==> config.mk <==
export PLATFORM = sky130hd
export DESIGN_NAME = bit_scan_driver
export DESIGN_NICKNAME = d
export VERILOG_FILES = /design/src/rtl/bit_scan_driver.sv
export SDC_FILE = /design/constraint.sdc
export NUM_CORES = 1
export LEC_CHECK = 0
export ABC_AREA = 1
export CAP_MARGIN = 0
export CORE_MARGIN = 2
export CORE_UTILIZATION = 63
export DETAILED_ROUTE_END_ITERATION = 10
export PLACE_DENSITY = 0.84
export SETUP_SLACK_MARGIN = 0.15
export SLEW_MARGIN = 10
export SYNTH_ARGS = -nofsm -noshare
export SYNTH_HDL_FRONTEND = slang
export SYNTH_SLANG_ARGS = --single-unit
==> constraint.sdc <==
create_clock -name clk -period 3.9 [get_ports clk]
set_input_delay 0.585 -clock clk [delete_from_list [all_inputs] [get_ports clk]]
set_output_delay 0.585 -clock clk [all_outputs]
set_load 0.01 [all_outputs]
==> src/rtl/bit_scan_driver.sv <==
// rtl/bit_scan_driver.sv - time-multiplexed single-bit digit scan driver with double-buffered word
module bit_scan_driver #(
    parameter int WIDTH = 4,
    parameter int DIV   = 50000,
    parameter int BLANK = 500
) (
    input  logic             clk,
    input  logic             rst_n,
    input  logic             load,
    input  logic [WIDTH-1:0] data_in,
    input  logic             clear,
    output logic             onebit,
    output logic [WIDTH-1:0] digit_en,
    output logic             pending,
    output logic             frame_done
);
    localparam int MAXC = (DIV > BLANK) ? DIV : BLANK;
    localparam int CW   = (MAXC < 2) ? 1 : $clog2(MAXC);
    localparam int IW   = $clog2(WIDTH);
    localparam logic [CW-1:0] DIV_LAST   = CW'(DIV - 1);
    localparam logic [CW-1:0] BLANK_LAST = (BLANK > 0) ? CW'(BLANK - 1) : '0;
    localparam logic [IW-1:0] IDX_LAST   = IW'(WIDTH - 1);
    localparam bit            HAS_GAP    = (BLANK > 0);

    typedef enum logic [1:0] {
        IDLE = 2'd0,
        SHOW = 2'd1,
        GAP  = 2'd2
    } state_t;

    state_t           state;
    logic [WIDTH-1:0] active;
    logic [WIDTH-1:0] shadow;
    logic [IW-1:0]    idx;
    logic [CW-1:0]    cnt;

    logic             show_end;
    logic             gap_end;
    logic             advance;
    logic             boundary;
    logic [IW-1:0]    next_idx;
    logic [WIDTH-1:0] next_active;

    always_comb begin
        show_end    = (state == SHOW) && (cnt == DIV_LAST);
        gap_end     = (state == GAP) && (cnt == BLANK_LAST);
        advance     = (show_end && !HAS_GAP) || gap_end;
        boundary    = advance && (idx == IDX_LAST);
        next_idx    = boundary ? '0 : idx + 1'b1;
        next_active = active;
        // A load on the boundary edge itself beats any older shadow word.
        if (boundary) begin
            if (load)
                next_active = data_in;
            else if (pending)
                next_active = shadow;
        end
    end

    always_ff @(posedge clk or negedge rst_n) begin
        if (!rst_n) begin
            state      <= IDLE;
            active     <= '0;
            shadow     <= '0;
            idx        <= '0;
            cnt        <= '0;
            onebit     <= 1'b0;
            digit_en   <= '0;
            pending    <= 1'b0;
            frame_done <= 1'b0;
        end else begin
            frame_done <= 1'b0;
            if (clear) begin
                state    <= IDLE;
                active   <= '0;
                shadow   <= '0;
                idx      <= '0;
                cnt      <= '0;
                onebit   <= 1'b0;
                digit_en <= '0;
                pending  <= 1'b0;
            end else begin
                case (state)
                    IDLE: begin
                        if (load) begin
                            state    <= SHOW;
                            active   <= data_in;
                            idx      <= '0;
                            cnt      <= '0;
                            digit_en <= WIDTH'(1);
                            onebit   <= data_in[0];
                            pending  <= 1'b0;
                        end
                    end
                    SHOW, GAP: begin
                        if (advance) begin
                            // Direct one-hot to one-hot handoff: never two digits lit.
                            state    <= SHOW;
                            idx      <= next_idx;
                            cnt      <= '0;
                            active   <= next_active;
                            digit_en <= WIDTH'(1) << next_idx;
                            onebit   <= next_active[next_idx];
                            if (boundary) begin
                                frame_done <= 1'b1;
                                pending    <= 1'b0;
                            end
                        end else if (show_end) begin
                            state    <= GAP;
                            cnt      <= '0;
                            digit_en <= '0;
                        end else begin
                            cnt <= cnt + 1'b1;
                        end
                        if (load && !boundary) begin
                            shadow  <= data_in;
                            pending <= 1'b1;
                        end
                    end
                    default: begin
                        state    <= IDLE;
                        digit_en <= '0;
                        onebit   <= 1'b0;
                    end
                endcase
            end
        end
    end
endmodule
Fig. 1: sequential cells coloured by netlist name
Other sequential cells in the stronger grey, the rest of the logic in the fainter grey.
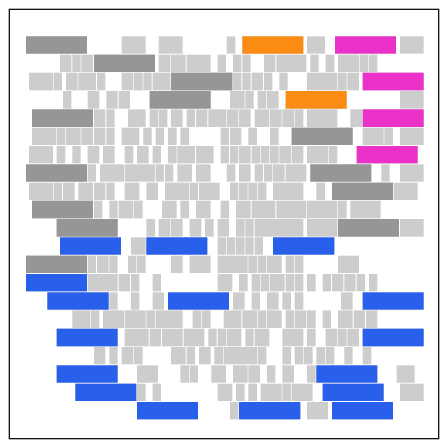
magenta -> digit_en  # sequential cells 4, where top right
orange -> idx  # sequential cells 2
blue -> cnt  # sequential cells 16
not coloured = 13

Fig. 2: signal metal coverage by tile
The bar under the picture is 20 um long. The die is cut into 13 by 13 equal tiles; dark purple is low, yellow is high, scaled to the fullest tile. Values are wire area over tile area, all layers added.
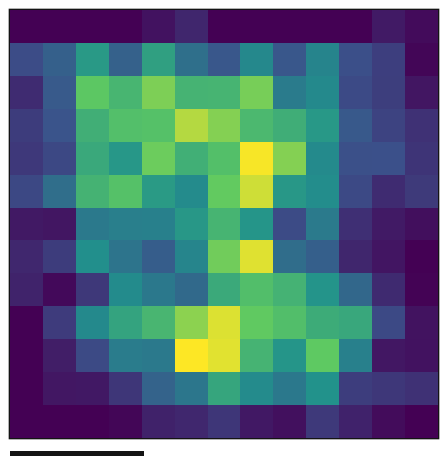
nearly empty tiles = 12%
mean over tiles = 0.18
fullest tile = 0.52

Fig. 3: cell sizes after repair
The bar under the picture is 20 um long.
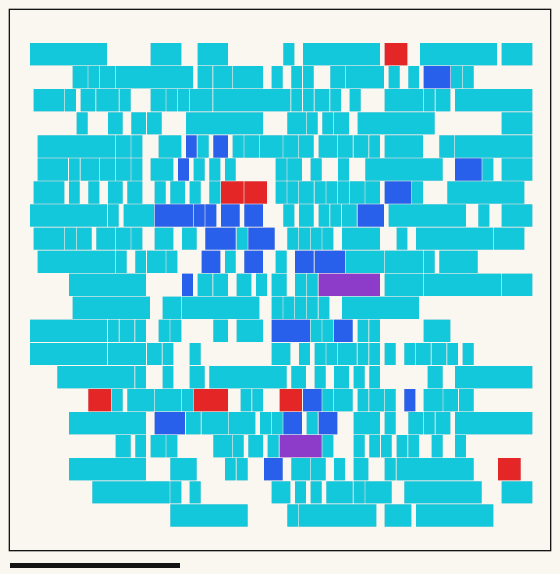
purple -> _6 and larger  # cells 2, share 0.64%
blue -> _2 cells  # cells 27, share 8.6%
red -> _3 and _4 cells  # cells 7, share 2.2%
cyan -> _0 and _1 cells  # cells 277, share 88%

==> out/qor.yml <==
postSynth.topFlopCell: "sky130_fd_sc_hd__dfrtp_1"
crit_cells: 10
path_buffers: 3
status: "completed"
synthesis.nets: 312
met2WireLength_um: 2050
worstSetupEndpoint: "active[0]"
critPathMaxStageDelay_ns: 0.41
total_negative_slack_ns: 0
power.group.top: "combinational logic"
hold_end: "digit_en[1]"
comb_cell_power_uw: 579
cts_hold_buf: 0
cts_resized: 0
io_buffer_count: 14
routed-via-count: 1961
globalplace.congestion: 0.942
die_y_um: 63.7
comb_area_share_pct: 46.6
first_global_vias: 1888
lay_top_count: "sky130_fd_sc_hd__nand2_1"
largest_reg_flops: 16
biggestCellCategory: "logic gates"
clkSlewWorstSetupHoldPaths_ns: 0.10
busiest_layer: "met2"
synth-edff-count: 0
worst_ep_required_ns: 4.17
power_switching_uw: 555
initial_utilization_pct: 66.2
yosysWarnings: 0
antenna_cells: 0
n_clock_buffer: 6
reported_clock_group_power_uw: 204
detail-route-antenna-nets: 0
finalWirelength_um: 4620
routing_usage_on_met3_pct: 6.07
top_reg_by_flops: "cnt"
synthDistinctLibCells: 33
synth-simple-area-share_pct: 28.9
synthesis.instances: 295
met2_usage_pct: 39.5
rsz0062_at_grt: "false"
netlist.top_cell.by_instances: "sky130_fd_sc_hd__nand2_1"
pwr-share-comb_pct: 46.0
Fig. 4: clock network drawn from the DEF
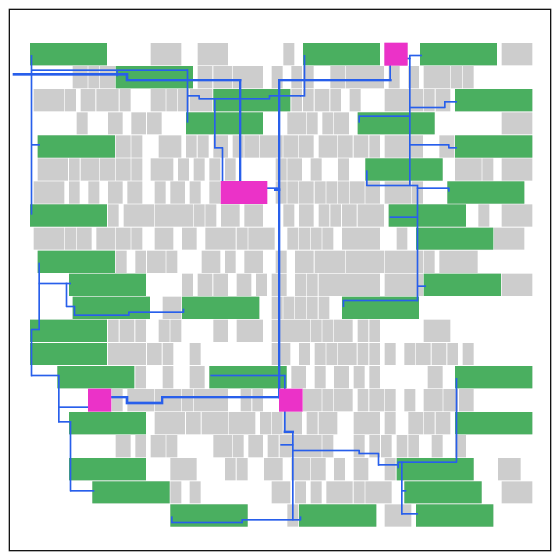
magenta -> clock drivers  # count 5
blue -> clock wires  # length 428 um
green -> flip-flops  # count 35
flops lie = widely spread
routed clock nets = 6

Fig. 5: placement view
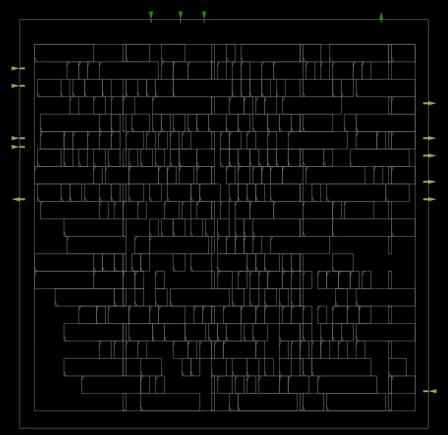
Util after Layout: 73.1%
Seq area share: 35.4%
post-layout instance count excluding filler cells: 359

Power and IR drop assume default switching activity.
